### Metal 1, run 1

The bar under the picture is 20 um long. Supply wires on this layer in gray.
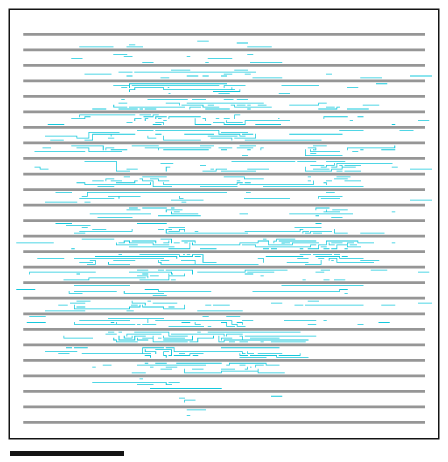
### Metal 2, run 1

Cells faint in the background.
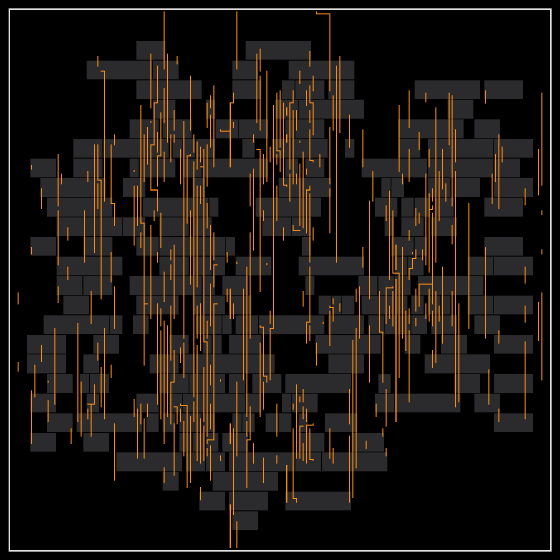
### Met3 routing, run 1

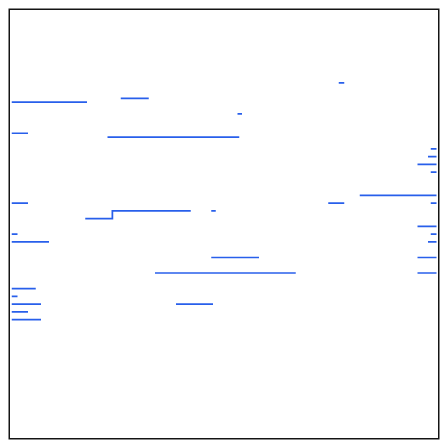
### Track usage over the die, run 1

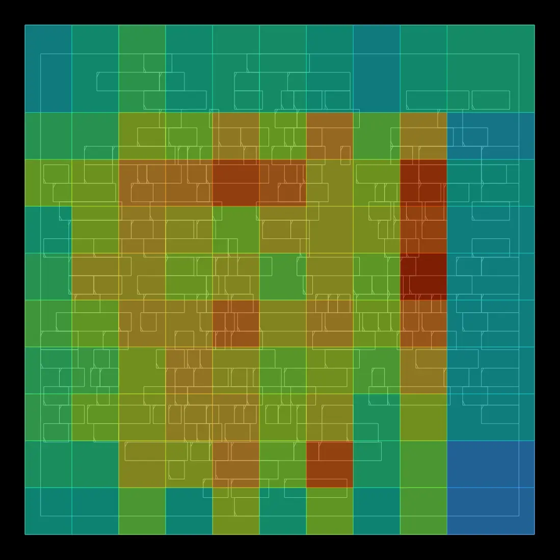
## src/rtl/fifo_drain_serializer.sv

```systemverilog
// Reader side of the encoder output FIFO: pops bytes, serializes them over a
// valid/ready bit stream with a one-byte prefetch, and tracks frame boundaries.
module fifo_drain_serializer #(
    parameter int DATA_W      = 8,
    parameter int FRAME_BYTES = 4,
    parameter int CNT_W       = 8,
    parameter bit MSB_FIRST   = 1'b1
) (
    input  logic              clock,
    input  logic              reset,
    input  logic              enable,
    input  logic              fifo_empty,
    input  logic [DATA_W-1:0] fifo_q,
    output logic              fifo_rdreq,
    output logic              bit_out,
    output logic              bit_valid,
    input  logic              bit_ready,
    output logic [CNT_W-1:0]  byte_count,
    output logic              frame_done,
    output logic              busy
);

    localparam int IDX_W = (DATA_W > 1) ? $clog2(DATA_W) : 1;
    localparam logic [IDX_W-1:0] LAST_IDX = IDX_W'(DATA_W - 1);
    localparam logic [CNT_W-1:0] LAST_CNT = CNT_W'(FRAME_BYTES - 1);

    typedef enum logic [1:0] {
        ST_IDLE  = 2'd0,
        ST_WAIT  = 2'd1,
        ST_SHIFT = 2'd2
    } state_t;

    state_t            state_q, state_d;
    logic [DATA_W-1:0] shift_q, shift_d;
    logic [DATA_W-1:0] hold_q, hold_d;
    logic              hold_valid_q, hold_valid_d;
    logic [IDX_W-1:0]  idx_q, idx_d;
    logic              pend_q, pend_d;
    logic              bit_valid_q, bit_valid_d;
    logic [CNT_W-1:0]  cnt_q, cnt_d;
    logic              frame_done_q, frame_done_d;

    logic accept_s;
    logic last_s;
    logic rdreq_s;

    // Handshake decode and read-issue qualification (one read in flight at most)
    always_comb begin
        accept_s = bit_valid_q & bit_ready;
        last_s   = accept_s & (idx_q == LAST_IDX);
        rdreq_s  = ~reset & enable & ~fifo_empty & ~pend_q &
                   ((state_q == ST_IDLE) | ((state_q == ST_SHIFT) & ~hold_valid_q));
        pend_d   = rdreq_s;
    end

    // Next-state logic for the shift/hold datapath, frame counter and FSM
    always_comb begin
        state_d      = state_q;
        shift_d      = shift_q;
        hold_d       = hold_q;
        hold_valid_d = hold_valid_q;
        idx_d        = idx_q;
        bit_valid_d  = bit_valid_q;
        cnt_d        = cnt_q;
        frame_done_d = 1'b0;
        case (state_q)
            ST_IDLE: begin
                if (rdreq_s) begin
                    state_d = ST_WAIT;
                end else begin
                    state_d = ST_IDLE;
                end
            end
            ST_WAIT: begin
                if (pend_q) begin
                    shift_d     = fifo_q;
                    idx_d       = {IDX_W{1'b0}};
                    bit_valid_d = 1'b1;
                    state_d     = ST_SHIFT;
                end else begin
                    state_d = ST_IDLE;
                end
            end
            ST_SHIFT: begin
                if (last_s) begin
                    idx_d = {IDX_W{1'b0}};
                    if (cnt_q == LAST_CNT) begin
                        cnt_d        = {CNT_W{1'b0}};
                        frame_done_d = 1'b1;
                    end else begin
                        cnt_d = cnt_q + CNT_W'(1);
                    end
                    // Held byte wins the shift load; a word landing now refills hold.
                    if (hold_valid_q) begin
                        shift_d = hold_q;
                        if (pend_q) begin
                            hold_d       = fifo_q;
                            hold_valid_d = 1'b1;
                        end else begin
                            hold_valid_d = 1'b0;
                        end
                    end else if (pend_q) begin
                        shift_d = fifo_q;
                    end else begin
                        bit_valid_d = 1'b0;
                        state_d     = ST_IDLE;
                    end
                end else begin
                    if (accept_s) begin
                        shift_d = MSB_FIRST ? (shift_q << 1'b1) : (shift_q >> 1'b1);
                        idx_d   = idx_q + IDX_W'(1);
                    end else begin
                        shift_d = shift_q;
                    end
                    if (pend_q) begin
                        hold_d       = fifo_q;
                        hold_valid_d = 1'b1;
                    end else begin
                        hold_valid_d = hold_valid_q;
                    end
                end
            end
            default: begin
                state_d      = ST_IDLE;
                bit_valid_d  = 1'b0;
                hold_valid_d = 1'b0;
            end
        endcase
    end

    // State register; reset drops any partial or held byte without replay
    always_ff @(posedge clock or posedge reset) begin
        if (reset) begin
            state_q      <= ST_IDLE;
            shift_q      <= {DATA_W{1'b0}};
            hold_q       <= {DATA_W{1'b0}};
            hold_valid_q <= 1'b0;
            idx_q        <= {IDX_W{1'b0}};
            pend_q       <= 1'b0;
            bit_valid_q  <= 1'b0;
            cnt_q        <= {CNT_W{1'b0}};
            frame_done_q <= 1'b0;
        end else begin
            state_q      <= state_d;
            shift_q      <= shift_d;
            hold_q       <= hold_d;
            hold_valid_q <= hold_valid_d;
            idx_q        <= idx_d;
            pend_q       <= pend_d;
            bit_valid_q  <= bit_valid_d;
            cnt_q        <= cnt_d;
            frame_done_q <= frame_done_d;
        end
    end

    assign fifo_rdreq = rdreq_s;
    assign bit_out    = MSB_FIRST ? shift_q[DATA_W-1] : shift_q[0];
    assign bit_valid  = bit_valid_q;
    assign byte_count = cnt_q;
    assign frame_done = frame_done_q;
    assign busy       = (state_q != ST_IDLE) | hold_valid_q;

endmodule

```

## config.mk

```make
export PLATFORM = sky130hd
export DESIGN_NAME = fifo_drain_serializer
export DESIGN_NICKNAME = d
export VERILOG_FILES = /design/src/rtl/fifo_drain_serializer.sv
export SDC_FILE = /design/constraint.sdc
export NUM_CORES = 1
export LEC_CHECK = 0
export CAP_MARGIN = 40
export CORE_MARGIN = 2
export CORE_UTILIZATION = 35
export CTS_CLUSTER_DIAMETER = 120
export DETAILED_ROUTE_END_ITERATION = 12
export GPL_TIMING_DRIVEN = 0
export HOLD_SLACK_MARGIN = 0.15
export SYNTH_ARGS = -nofsm -noshare
export SYNTH_HDL_FRONTEND = slang
export SYNTH_SLANG_ARGS = --single-unit
```

## constraint.sdc

```tcl
create_clock -name clock -period 6.3 [get_ports clock]
set_clock_uncertainty 0.2 [all_clocks]
set_input_delay 0.63 -clock clock [delete_from_list [all_inputs] [get_ports clock]]
set_output_delay 0.63 -clock clock [all_outputs]
set_load 0.1 [all_outputs]
```

==> run_results.csv, run 1 <==
group,metric,value,unit
status,outcome,"completed",
drt,drt-initial-drc-count,34,
synthesis,mux_area_share,7.381,%
pwr,pg_seq,330,uW
synthesis,ys_area,1763,sq um
die,n_tap_cell,67,
synthesis,top_cell,"dfrtp_1",
critical_path,crit_top_cell,"clkdlybuf4s50_1",
critical_path,cp_num_buf_inv,3,
placed_design,dp_hpwl,2.997,mm
synthesis,yosys.area_share.adder,2.129,%
final_layout,buf_share,21.98,%
placed_design,place_area,2320,sq um
pwr,maxPowerGroup,"combinational logic",
final_timing,finalClockPeriodUsage,55.15,%
final_layout,num-nonclk-buffers,49,
pwr,pg_clk,207,uW
critical_path,critPathMaxStageDelay,0.58,ns
synthesis,common_cells,"33 x dfrtp_1, 14 x nand3_1, 12 x inv_1",
synthesis,ys_sh_xor,2.484,%
final_layout,mi_logic_area,825.8,sq um
placed_design,pre_cts_ws,2.821,ns
final_timing,slew_viol_final,0,
final_layout,syn_to_final_growth,38.18,%
final_timing,hold_ws,0.2870,ns
pwr,p_comb,370,uW
critical_path,critPathLaunch,"reset",
clock_tree,cts_setup_buffers,0,
synthesis,top_logic_kind,"simple AND/OR/NAND/NOR gates",
global_routing,grt_overflow_total,0,
worst_hold_path,hold_start,"hold_q[7]",
clock_tree,root_buffer,"clkbuf_8",
drt,top_layer_used,"met4",
final_layout,sh_seq_area,33.90,%
critical_path,slowest_stage,"clkdlybuf4s50_1",
pwr,p_clk_share,22.8,%
synthesis,yosys_cells,161,
final_timing,hold_viol,0,
drt,final_antenna_net_count,0,
synthesis,syn_inst,161,
clock_tree,cts_tree,"built",
final_layout,comb-cell-share,33.90,%
final_layout,nMultiInputCombCells,105,
synthesis,ys_seq_share,46.84,%
final_layout,clock_area_share,4.777,%
final_layout,fin_area,2436,sq um
worst_hold_path,min_to,"hold_q[7]",
final_layout,nClkBuffers,7,
flow_run,cap_violations,0,
global_routing,grt_use_met2,27.68,%
die,core_area,4786,sq um
critical_path,cp.arrival,2.64,ns
final_timing,fin_crit,3.474,ns
pwr,leakage,1.058,nW
drt,vias,1472,
critical_path,rr_startpoint,"idx_q[0]",
critical_path,r2r_slack,4.10,ns
synthesis,yosys_most_used_dff,"dfrtp_1",
global_routing,grt_pass1_wl,7.362,mm
clock_tree,cts_made_buffers,5,
critical_path,end_kind,"output port",
clock_tree,clkSinkCount,33,
final_layout,non_clock_inverter_count,13,
critical_path,cpLargestDelayFamily,"buffers and inverters",
global_routing,antenna_found_initial,0,
critical_path,cp.required,5.47,ns
global_routing,grt_max_degree,20,
drt,drt-pass1-iter-count,4,
critical_path,crit_fanout,2,
synthesis,synth_area_per_cell,10.95,sq um
pwr,p_int,573.9,uW
synthesis,async_flop_share,100.0,%
final_layout,seqCellArea,825.8,sq um
clock_tree,clk_pin_slew,0.07,ns
pwr,p_switching,333.2,uW
drt,dr_wl_met2,1.979,mm
synthesis,synth_nets,177,
clock_tree,cts_buffer_depth,2,
synthesis,top_cells_by_area,"dfrtp_1 47%, mux2_2 4.5%, o2111a_1 4.5%",
critical_path,reg2reg_to,"hold_q[5]",
pwr,swShare,36.73,%
pwr,cellPowerDensity,372.3,nW/um^2
final_layout,largestClassByArea,"flip-flops and latches",
final_layout,final_cells,275,
placed_design,place_inst,267,
placed_design,gp_congestion,0.8291,
-- 'Metal 1' (at the start) --
197 nets have wire on it. The layer carries 1910 um of wire. The layer holds 46% of the routed length. The longest straight run is 24.4 um.

-- 'Metal 2' (at the start) --
The layer holds 48% of the routed length. The wires run mostly vertical. 193 nets have wire on it.

-- 'Met3 routing' (at the start) --
The longest straight run is 24.4 um. The layer holds 3.9% of the routed length. The wires run mostly horizontal. 25 nets have wire on it.

-- 'Track usage over the die' (at the start) --
GR Util All Layers: 17.30%
gr busiest metal: met2
routed length per placed instance: 15.01 um
post-layout util: 50.90%

==> run 1 -> run 2 <==
Clock period 6.3 ns to 3.15 ns, I/O delays scaled along.
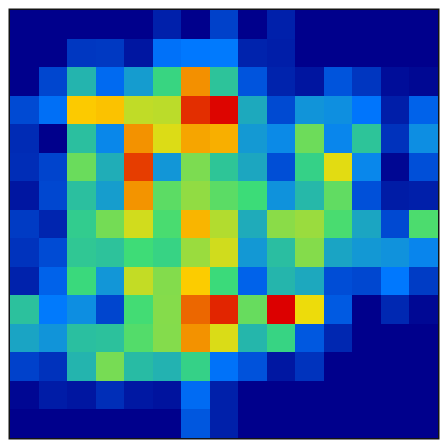
*Wire density map, run 2*
The die is cut into 15 by 15 equal tiles; dark blue is low, red is high, scaled to the fullest tile. Values are wire area over tile area, all layers added.
The emptiest ninth of the die: bottom right. The densest ninth of the die: middle. 22% of the tiles are over half the peak. 24% of the tiles are nearly empty. The fullest tile reaches 0.40.

==> run 2 against run 1 <==
Against the previous run: critical path depth stayed put; core utilization fell by 0.86 points; combinational power is 99% higher; synthesized cell count is the same; worst hold slack better by 0.010 ns; power rose by 88%; global-route usage is 0.89 points lower; wire length decreased by 0.51%; critical endpoint unchanged.
==> run_results.csv, run 2 <==
group,metric,value,unit
die,io_pins,26,
critical_path,cp-endpoint,"fifo_rdreq",
final_timing,setup_viol,0,
placed_design,dp_hpwl,2.996,mm
clock_tree,cts_resized,0,
critical_path,cpLargestDelayFamily,"buffers and inverters",
final_layout,num-nonclk-buffers,49,
synthesis,top_cell,"dfrtp_1",
global_routing,grt_overflow_total,0,
critical_path,critPathLaunch,"pend_q",
critical_path,cp.required,2.63,ns
final_layout,nMultiInputCombCells,105,
pwr,cellPowerDensity,711.4,nW/um^2
critical_path,r2r_slack,0.96,ns
final_layout,mi_logic_area,830.8,sq um
synthesis,common_cells,"33 x dfrtp_1, 14 x nand3_1, 12 x inv_1",
final_layout,antenna_cells,0,
final_layout,non_clock_inverter_count,13,
critical_path,crit_fanout,10,
final_layout,nClkBuffers,6,
clock_tree,h-tree-depth,2,
clock_tree,cts_buffer_depth,2,
pwr,leakage,1.040,nW
drt,drc_errors,0,
critical_path,slowest_stage,"or4b_1",
pwr,pg_clk,308,uW
synthesis,yosysTopAreaCellShare,46.84,%
drt,final_antenna_net_count,0,
status,outcome,"completed",
synthesis,top_cells_by_area,"dfrtp_1 47%, mux2_2 4.5%, o2111a_1 4.5%",
final_timing,fin_ws,0.2612,ns
critical_path,reg2reg_to,"hold_q[7]",
clock_tree,cts_tree,"built",
placed_design,place_area,2312,sq um
flow_run,cap_violations,0,
final_layout,buf_share,21.84,%
drt,vias,1452,
final_layout,sh_seq_area,34.48,%
pwr,swShare,38.92,%
clock_tree,hold_buffers,0,
critical_path,end_kind,"output port",
synthesis,ys_seq_share,46.84,%
synthesis,yosys_cells,161,
final_timing,hold_viol,0,
drt,drt-initial-drc-count,97,
critical_path,crit_cells,5,
synthesis,yosys_warnings,0,
synthesis,mux_area_share,7.381,%
synthesis,ys_sh_xor,2.484,%
global_routing,gr-max-usage-layer,"met2",
final_layout,final_layout_top_logic_cell,"dfrtp_1",
drt,drt-pass1-iter-count,4,
final_layout,drive_gt1_share,20.19,%
pwr,maxPowerGroup,"combinational logic",
worst_hold_path,hold_start,"hold_q[5]",
global_routing,grt_pass1_wl,6.906,mm
final_layout,largestClassByArea,"logic gates",
placed_design,gp_congestion,0.7798,
global_routing,grt_max_degree,21,
final_layout,comb-cell-share,34.69,%
final_timing,rsz0062_at_grt,"no",
pwr,p_switching,663.0,uW
critical_path,rr_startpoint,"idx_q[0]",
clock_tree,cts_setup_buffers,0,
pwr,p_clk_share,18.1,%
final_layout,fillers,440,
synthesis,async_flop_share,100.0,%
final_layout,seqCellArea,825.8,sq um
drt,wl_met3,148,um
global_routing,antenna_found_initial,0,
die,fp_util,36.84,%
drt,top_layer_used,"met4",
critical_path,critPathLaunchType,"flop",
placed_design,pre_cts_ws,0.3655,ns
pwr,pg_seq,658,uW
synthesis,synth_nets,177,
drt,dr_wl_met2,1.994,mm
die,core_area,4786,sq um
die,die_h,74.97,um
final_timing,slew_headroom,45.79,%
critical_path,critPathMaxStageDelay,0.58,ns
critical_path,cp.arrival,2.37,ns
clock_tree,clkSinkCount,33,
final_layout,final_cell_mix,"33 x dfrtp_1, 25 x clkdlybuf4s50_1, 14 x nand3_1, 14 x buf_8, 12 x inv_1",
final_timing,fmax,346.2,MHz
placed_design,io_buffers,25,
worst_hold_path,min_to,"hold_q[5]",
synthesis,synth_area_per_cell,10.95,sq um
critical_path,cp_num_buf_inv,3,
final_timing,fin_crit,2.889,ns
pwr,ir_worst_vdd,0.0003387,V
final_timing,slew_viol_final,0,
clock_tree,clk_pin_slew,0.07,ns
pwr,p_comb,738,uW
synthesis,yosys.area_share.adder,2.129,%
flow_run,warnings,26,
final_timing,finalClockPeriodUsage,91.71,%
synthesis,ys_ff,33,
critical_path,worstRegToRegCells,6,
final_layout,fin_area,2395,sq um
die,n_tap_cell,67,
synthesis,yosys_most_used_dff,"dfrtp_1",
synthesis,yosysUniqueCellTypes,44,
final_timing,hold_ws,0.2973,ns
critical_path,critPathKind,"reg -> out",
placed_design,place_inst,267,
final_layout,final_cells,275,
pwr,p_int,1.041,mW
final_layout,syn_to_final_growth,35.84,%
synthesis,ys_area,1763,sq um
clock_tree,cts_made_buffers,5,
global_routing,use_met3,4.418,%
pwr,power,1.704,mW
final_layout,post-route-util,50.04,%
synthesis,top_logic_kind,"simple AND/OR/NAND/NOR gates",
final_layout,clock_area_share,3.448,%
synthesis,syn_inst,161,
clock_tree,root_buffer,"clkbuf_8",
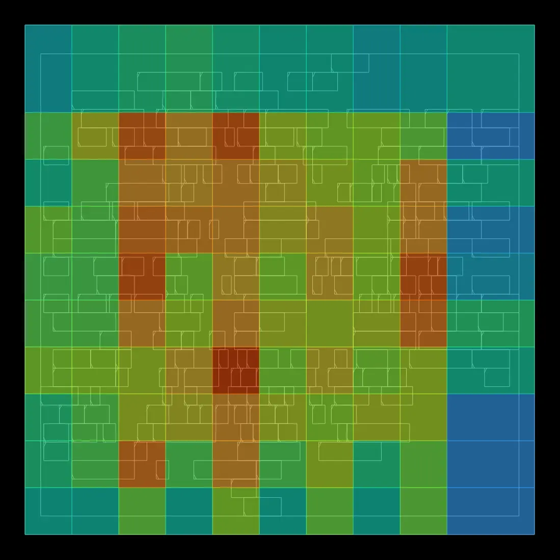
*Track usage over the die, run 2*
GR Util All Layers: 16.41%
met2 GRT Util: 27.00%
met1 Usage GRT: 21.27%
routed length per placed instance: 14.93 um

Power figures rest on the tool's default switching activity, not on a simulated workload.
